<file path="src/rtl/push_counter_pkg.sv">
// rtl/push_counter_pkg.sv - shared constants and helpers for the push counter bank
package push_counter_pkg;

    localparam int COUNT_ALL    = 0;
    localparam int COUNT_CHANGE = 1;
    localparam int MODE_WRAP    = 0;
    localparam int MODE_SAT     = 1;

    function automatic int clog2(input int value);
        int r;
        int v;
        r = 0;
        v = value - 1;
        while (v > 0) begin
            r = r + 1;
            v = v >> 1;
        end
        return r;
    endfunction

endpackage

</file>
<file path="src/rtl/push_channel_counter.sv">
// rtl/push_channel_counter.sv - one channel: event detect, counter and sticky overflow
module push_channel_counter
    import push_counter_pkg::*;
#(
    parameter int DATA_WIDTH = 8,
    parameter int CNT_WIDTH  = 8,
    parameter int COUNT_MODE = 1,
    parameter int SATURATE   = 0
) (
    input  logic                  clk,
    input  logic                  reset,
    input  logic                  push,
    input  logic [DATA_WIDTH-1:0] data,
    input  logic                  clr,
    output logic [CNT_WIDTH-1:0]  cnt,
    output logic                  overflow
);

    logic [DATA_WIDTH-1:0] data_ant;
    logic                  first_seen;
    logic                  evt;
    logic                  at_max;
    logic                  count_changes;

    assign count_changes = (COUNT_MODE == COUNT_CHANGE);
    assign at_max        = &cnt;
    // The first push after reset counts even if it matches the reset value of data_ant.
    assign evt = push && (!count_changes || !first_seen || (data != data_ant));

    always_ff @(posedge clk) begin
        if (reset) begin
            cnt        <= '0;
            overflow   <= 1'b0;
            data_ant   <= '0;
            first_seen <= 1'b0;
        end else begin
            if (push) begin
                data_ant   <= data;
                first_seen <= 1'b1;
            end
            // Clear-on-read: the read already captured the old count, a same-cycle event lands on zero.
            if (clr) begin
                cnt      <= evt ? CNT_WIDTH'(1) : '0;
                overflow <= evt && at_max;
            end else if (evt) begin
                if (!at_max) begin
                    cnt <= cnt + 1'b1;
                end else begin
                    overflow <= 1'b1;
                    if (SATURATE == MODE_WRAP) begin
                        cnt <= '0;
                    end
                end
            end
        end
    end

endmodule

</file>
<file path="src/rtl/push_counter_bank.sv">
// rtl/push_counter_bank.sv - multi-channel push event counter with a registered read port
module push_counter_bank
    import push_counter_pkg::*;
#(
    parameter int DATA_WIDTH   = 8,
    parameter int NUM_CH       = 4,
    parameter int CH_SEL_WIDTH = 2,
    parameter int CNT_WIDTH    = 8,
    parameter int COUNT_MODE   = 1,
    parameter int SATURATE     = 0
) (
    input  logic                         clk,
    input  logic                         reset,
    input  logic [NUM_CH-1:0]            push,
    input  logic [NUM_CH*DATA_WIDTH-1:0] data_in,
    input  logic                         req,
    input  logic [CH_SEL_WIDTH-1:0]      idx,
    input  logic                         clr_on_rd,
    output logic                         valid_cont,
    output logic [CNT_WIDTH-1:0]         data_cont,
    output logic [CH_SEL_WIDTH-1:0]      ch_cont,
    output logic                         rd_err,
    output logic [NUM_CH-1:0]            overflow
);

    logic [CNT_WIDTH-1:0] cnt [NUM_CH];
    logic [CNT_WIDTH-1:0] rd_cnt;
    logic                 idx_ok;

    assign idx_ok = (32'(idx) < NUM_CH);

    for (genvar c = 0; c < NUM_CH; c++) begin : g_ch
        push_channel_counter #(
            .DATA_WIDTH (DATA_WIDTH),
            .CNT_WIDTH  (CNT_WIDTH),
            .COUNT_MODE (COUNT_MODE),
            .SATURATE   (SATURATE)
        ) u_ch (
            .clk      (clk),
            .reset    (reset),
            .push     (push[c]),
            .data     (data_in[c*DATA_WIDTH +: DATA_WIDTH]),
            .clr      (req && clr_on_rd && (idx == CH_SEL_WIDTH'(c))),
            .cnt      (cnt[c]),
            .overflow (overflow[c])
        );
    end

    always_comb begin
        rd_cnt = '0;
        for (int c = 0; c < NUM_CH; c++) begin
            if (idx == CH_SEL_WIDTH'(c)) begin
                rd_cnt = cnt[c];
            end
        end
    end

    // Read returns the count as it stood before this edge's update.
    always_ff @(posedge clk) begin
        if (reset) begin
            valid_cont <= 1'b0;
            data_cont  <= '0;
            ch_cont    <= '0;
            rd_err     <= 1'b0;
        end else begin
            valid_cont <= req;
            rd_err     <= req && !idx_ok;
            if (req) begin
                ch_cont   <= idx;
                data_cont <= idx_ok ? rd_cnt : '0;
            end
        end
    end

endmodule

</file>
<file path="config.mk">
export PLATFORM = sky130hd
export DESIGN_NAME = push_counter_bank
export DESIGN_NICKNAME = d
export VERILOG_FILES = /design/src/rtl/push_counter_pkg.sv /design/src/rtl/push_channel_counter.sv /design/src/rtl/push_counter_bank.sv
export SDC_FILE = /design/constraint.sdc
export NUM_CORES = 1
export LEC_CHECK = 0
export CELL_PAD_IN_SITES_DETAIL_PLACEMENT = 0
export CELL_PAD_IN_SITES_GLOBAL_PLACEMENT = 2
export CORE_UTILIZATION = 35
export CTS_BUF_LIST = sky130_fd_sc_hd__clkbuf_4 sky130_fd_sc_hd__clkbuf_8
export DETAILED_ROUTE_END_ITERATION = 10
export GPL_TIMING_DRIVEN = 0
export PLACE_DENSITY_LB_ADDON = 0.1
export SKIP_CTS_REPAIR_TIMING = 1
export SYNTH_ARGS = -nofsm -noshare
export SYNTH_HDL_FRONTEND = slang
export SYNTH_SLANG_ARGS = --single-unit
</file>
<file path="constraint.sdc">
create_clock -name clk -period 1.68 [get_ports clk]
set_input_delay 0.252 -clock clk [delete_from_list [all_inputs] [get_ports clk]]
set_output_delay 0.252 -clock clk [all_outputs]
set_load 0.02 [all_outputs]
</file>
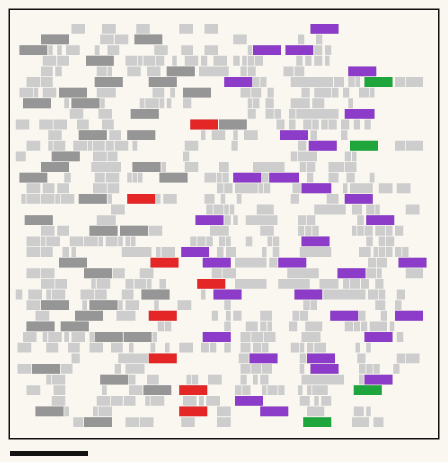
Fig. 1. Where the registers sit.
Bar = 20 um.
[g_ch.u_ch.cnt] purple | flops: 32
[g_ch.u_ch.overflow] green | flops: 4
[data_cont] red | flops: 8
not colored: 39

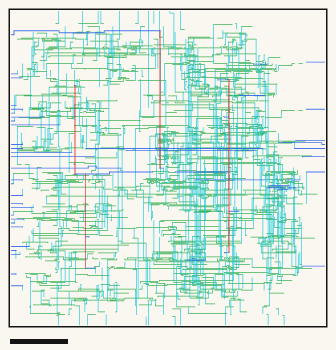
Fig. 2. Metal layers overlaid.
Bar = 20 um.
[metal 1] green | wire length: 4780 um
[metal 4] red | wire length: 171 um
[metal 3] blue | wire length: 548 um
[metal 2] cyan | wire length: 4450 um
WL final: 9.94 mm
Routed WL per cell: 15.0 um
All-Layer GR Usage: 0.179

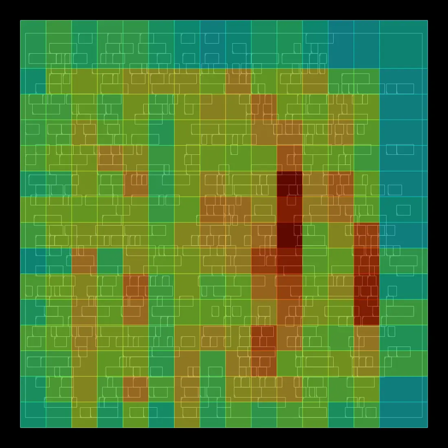
Fig. 3. Congestion heat map.
met3 Use GR: 0.0385
Core Util, Final: 0.468

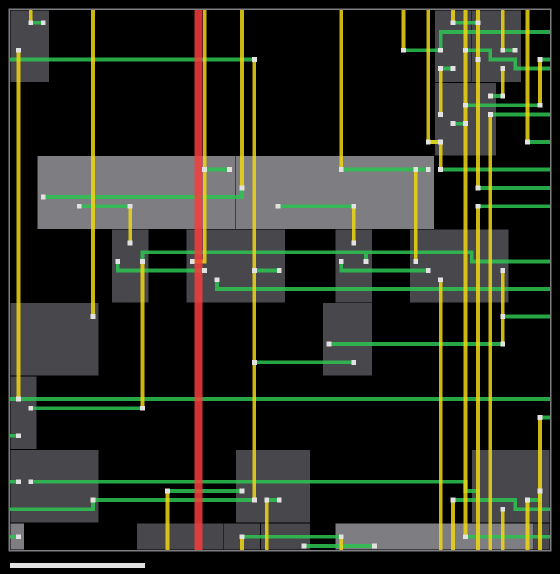
Fig. 4. A small window of the routed layout.
Bar = 5 um. Window x 45 to 65, y 67 to 87 um. Cells in gray, sequential cells in the stronger gray; small squares are vias.
[metal 4] red
[metal 1] green
[metal 2] yellow
cells with their middle in the window: 15
most frequent: mux2i_1 (3), nor2_1 (2), dfxtp_1 (2)
sequential cells in the window: 2
netlist names of flops here include: ch_cont (1), data_cont (1)

[cell families after synthesis]
logic type,share of synthesized area
compound gates,0.111
xor+xnor,0.0692
fa+ha+maj,0.0124
buf+inv,0.0402
flops,0.411
mux,0.148
other cells,0.000926
simple gates,0.207
[synthesized netlist by cell type (2+ instances only)]
cell type,n
nor2b_1,6
nor3_1,3
buf_4,12
or4_1,4
o31ai_4,3
dfxtp_1,83
or3_1,16
nand4_1,7
nand3_1,25
o21ai_0,29
mux2i_1,42
a31oi_1,2
nand3b_1,2
inv_1,6
xnor2_1,32
ha_1,4
a21oi_1,30
nor2_1,59
clkbuf_1,6
mux4_2,8
nand2b_1,8
nand2_1,24
and3_1,6
o31ai_1,4
buf_2,4
and4_1,4
nand4b_1,2
buf_1,2
[power breakdown]
part	internal [W]	total, W	switching, W	leakage, nW
clock network	0.00117	0.00191	0.000742	0.134
registers	0.00204	0.00210	0.0000586	0.680
logic	0.000284	0.000543	0.000260	1.20
[metal layers]
metal,part of all wire,wire [um],vias up
met5,0,0,-
met4,0.017,170,0
met1,0.48,4780,1577
li1,-,-,1710
met2,0.45,4450,70
met3,0.055,548,13
[flip-flops by register name, summed over array words and instances, names as in the netlist]
name and cells:
g_ch.u_ch.cnt 32, ch_cont 2, data_cont 8, valid_cont 1, g_ch.u_ch.first_seen 4, g_ch.u_ch.overflow 4
g_ch.u_ch.data_ant 32
[critical path, stage by stage]
cell and delay (ns):
clkdlybuf4s50_1 0.44, xnor2_1 0.14, nand4_1 0.14, o31ai_4 0.10
buf_4 0.15, buf_4 0.13, or3b_2 0.44, a21oi_2 0.12
==> impl_metrics.tcl <==
# yosys + openroad results
set metrics [dict create \
    end_kind "register" \
    min_from "push[0]" \
    p_per_area_nw_per_um2 882 \
    worst_clock_skew_ns 0.00733 \
    worstSetupStartpointType "input port" \
    cts_made_buffers 9 \
    crit_fanout 4 \
    drtPass1Iterations 4 \
    ios 58 \
    cts_tree "done" \
    clockBufferDepth 2 \
    status "completed" \
    synthArstFlopShare 0 \
    p_leak_nw 2.02 \
    ys_cells 442 \
    flops 83 \
    fin_total_pwr_w 0.00455 \
    ir_drop_mv 0.512 \
    setup-tns-final_ns 0 \
    hold_violations 0 \
    required_ns 1.97 \
    place_area_sq_um 4740 \
    ys_warn_count 0 \
    grt_overflow 0 \
    rows 38 \
    clkLatencyLatePin_ns 0.36 \
    root_buffer "clkbuf_8" \
    regArea_sq_um 1670 \
    reg2reg_from "g_ch[1].u_ch.data_ant[7]" \
    die_area_sq_um 12000 \
    areaGrowthSynthToFinish_pct 27.5 \
    layout_top_cells "80 x dfxtp_1, 59 x nor2_1, 47 x clkdlybuf4s50_1" \
    sh_seq_area 0.323 \
]
No activity file was given, so power comes from the tool's default toggle rates.
